### src/rtl/selector_pipe.sv
// selector_pipe: single-stage registered operation selector with a
// valid/ready handshake on both sides and an internal accumulator.
// Optional feature: define SELECTOR_PIPE_PARITY_EN to add the 'par' output
// (XOR-reduction of q, registered alongside q).
module selector_pipe #(
  parameter int WIDTH = 8
) (
  input  logic             clk,
  input  logic             rst_n,
  input  logic             in_valid,
  output logic             in_ready,
  input  logic [2:0]       sel,
  input  logic [WIDTH-1:0] a,
  input  logic [WIDTH-1:0] b,
  output logic             out_valid,
  input  logic             out_ready,
  output logic [WIDTH-1:0] q,
  output logic [WIDTH-1:0] nq,
  output logic             carry
`ifdef SELECTOR_PIPE_PARITY_EN
  ,
  output logic             par
`endif
);

`ifdef SELECTOR_PIPE_PARITY_EN
  // Even-parity bit over a result word
  function automatic logic parity_of(input logic [WIDTH-1:0] v);
    return ^v;
  endfunction
`endif

  logic [WIDTH-1:0] acc_r;
  logic [WIDTH-1:0] res_s;
  logic             res_carry_s;
  logic [WIDTH-1:0] acc_next_s;
  logic [WIDTH:0]   sum_ab_s;
  logic [WIDTH:0]   sum_acc_s;
  logic             accept_s;

  // The output register can take a new result whenever it is empty or being drained
  assign in_ready = !out_valid || out_ready;
  assign accept_s = in_valid && in_ready;
  assign nq       = ~q;

  // One extra bit on each adder captures the carry-out
  assign sum_ab_s  = {1'b0, a} + {1'b0, b};
  assign sum_acc_s = {1'b0, acc_r} + {1'b0, a};

  // Operation decode: result, carry and next accumulator value for this sel
  always_comb begin
    res_s       = '0;
    res_carry_s = 1'b0;
    acc_next_s  = acc_r;
    case (sel)
      3'b000: res_s = a;
      3'b001: res_s = b;
      3'b010: res_s = a & b;
      3'b011: res_s = a | b;
      3'b100: res_s = a ^ b;
      3'b101: begin
        res_s       = sum_ab_s[WIDTH-1:0];
        res_carry_s = sum_ab_s[WIDTH];
      end
      3'b110: begin
        acc_next_s  = sum_acc_s[WIDTH-1:0];
        res_s       = sum_acc_s[WIDTH-1:0];
        res_carry_s = sum_acc_s[WIDTH];
      end
      3'b111: begin
        acc_next_s = '0;
        res_s      = '0;
      end
      default: begin
        res_s       = '0;
        res_carry_s = 1'b0;
        acc_next_s  = acc_r;
      end
    endcase
  end

  // Output register and accumulator: load on transfer, drop valid on a bare drain, else hold
  always_ff @(posedge clk or negedge rst_n) begin
    if (!rst_n) begin
      out_valid <= 1'b0;
      q         <= '0;
      carry     <= 1'b0;
      acc_r     <= '0;
`ifdef SELECTOR_PIPE_PARITY_EN
      par       <= 1'b0;
`endif
    end else if (accept_s) begin
      out_valid <= 1'b1;
      q         <= res_s;
      carry     <= res_carry_s;
      acc_r     <= acc_next_s;
`ifdef SELECTOR_PIPE_PARITY_EN
      par       <= parity_of(res_s);
`endif
    end else if (out_ready) begin
      out_valid <= 1'b0;
    end
  end

endmodule

### config.mk
export PLATFORM = sky130hd
export DESIGN_NAME = selector_pipe
export DESIGN_NICKNAME = d
export VERILOG_FILES = /design/src/rtl/selector_pipe.sv
export SDC_FILE = /design/constraint.sdc
export NUM_CORES = 1
export LEC_CHECK = 0
export CORE_MARGIN = 5
export CORE_UTILIZATION = 25
export CTS_CLUSTER_SIZE = 28
export DETAILED_ROUTE_END_ITERATION = 6
export PLACE_DENSITY = 0.45
export SYNTH_ARGS = -nofsm -noshare
export SYNTH_HDL_FRONTEND = slang
export SYNTH_SLANG_ARGS = --single-unit
### constraint.sdc
create_clock -name clk -period 2.5 [get_ports clk]
set_input_delay 0.625 -clock clk [delete_from_list [all_inputs] [get_ports clk]]
set_output_delay 0.625 -clock clk [all_outputs]
set_load 0.05 [all_outputs]
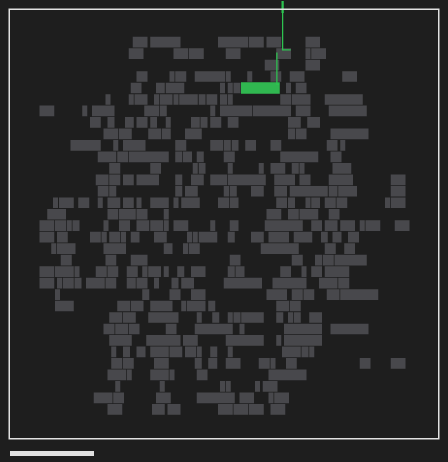
(images/port_trees.png)
The bar under the picture is 20 um long.
[`out_valid`] green | bits: 1 | direction: output | edge: top | end cells: 1 | buffers: 1 | wire: 18.8 um

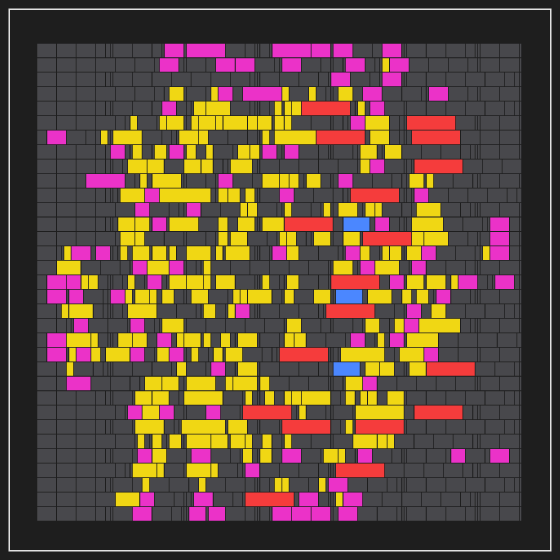
(images/class_map.png)
Fill, decap, tap and diode cells in grey.
[remaining buffers and delay cells] magenta | cells: 98 | share of their area: 29%
[clock-net drivers] blue | cells: 3 | share of their area: 1.4%
[sequential cells] red | cells: 18 | share of their area: 15%
[remaining logic cells] yellow | cells: 220 | share of their area: 55%
final non-filler cell area: 3160 sq um
fin util: 38.7%
core outline area: 8180 sq um

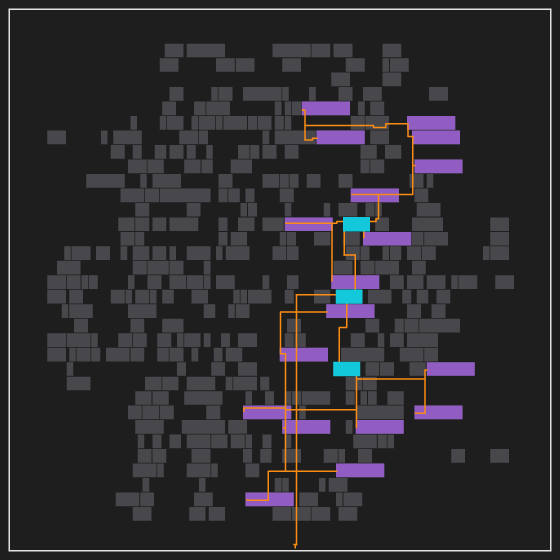
(images/clock_wires.png)
[flip-flops] purple | count: 18
[clock wires] orange | length: 300 um
[clock-net drivers] cyan | count: 3
routed clock nets: 4
clock power share: 11.7%
Clk. pwr: 0.206 mW

==> impl_metrics.ini <==
; physical design summary
[run_status]
outcome = complete, no violations

[clock_tree]
clock-root-buffer = clkbuf_8
hold_buffers = 0
post_cts_buffers = 0

[layout]
flop-count = 18
area.growth.synth_to_final_pct = 51.3
nNonClkInverters = 30
layout-drive-gt1-share_pct = 26.0
seq_area_share_pct = 14.2
seq_area_sq_um = 450
buffers_excl_clock = 98
nets = 390

[synth]
post-synth-top-area-cell = dfrtp_1
yosys.area_share.xor_xnor_pct = 2.93
syn_inst = 250
ys_ff = 18
yosys.area.top_type_share_pct = 21.5
edf_count = 0
synth_cell_types = 62

[job]
max-cap-violations = 0

[critical_path]
endpoint = q[7]
rr_endpoint = acc_r[6]
cp.arrival_ps = 2550
crit_required_ps = 2640
cp-startpoint = a[5]

[timing]
period_used_pct = 96.7
worst_hold_slack_ps = 490
fin_crit_ps = 2420
setup_tns_ps = 0

[power_and_ir_drop]
peakVddDrop_v = 0.000168
top_power_group = combinational logic
seq-power_mw = 0.408

[place]
dpl_cell_area_sq_um = 3030

[detailed_routing]
met2_length_um = 3100
drc = 0
met1_length_um = 3340
viasPerCell = 4.80
top_layer = met4

[die]
nWellTaps = 105

[global_routing]
grt_max_degree = 25

[worst_hold_path]
hold_start = acc_r[5]
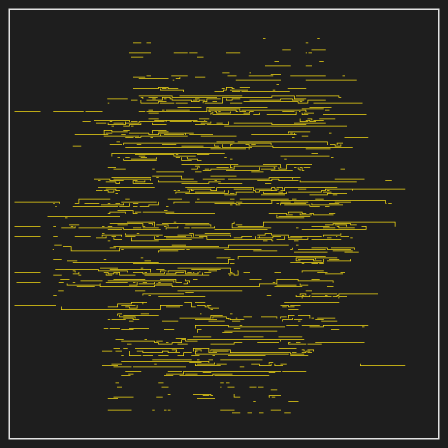
(images/m1.png)
wire length on this layer: 3340 um
main direction: horizontal
via count: 2130
final wirelength: 6660 um

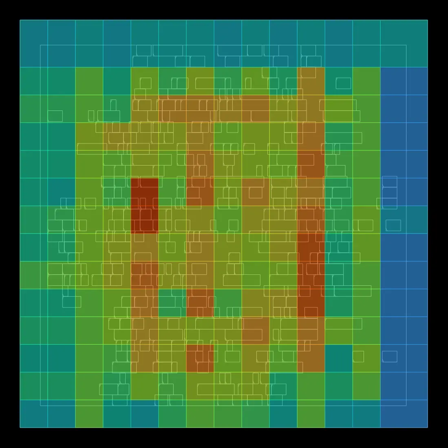
(images/congestion_map.png)
Total GRT Usage: 13.4%
met2 Use GR: 21.3%
GR Util met1: 19.7%
WL/cell: 15.0 um
GR Util met3: 0.482%

Power figures rest on the tool's default switching activity, not on a simulated workload.
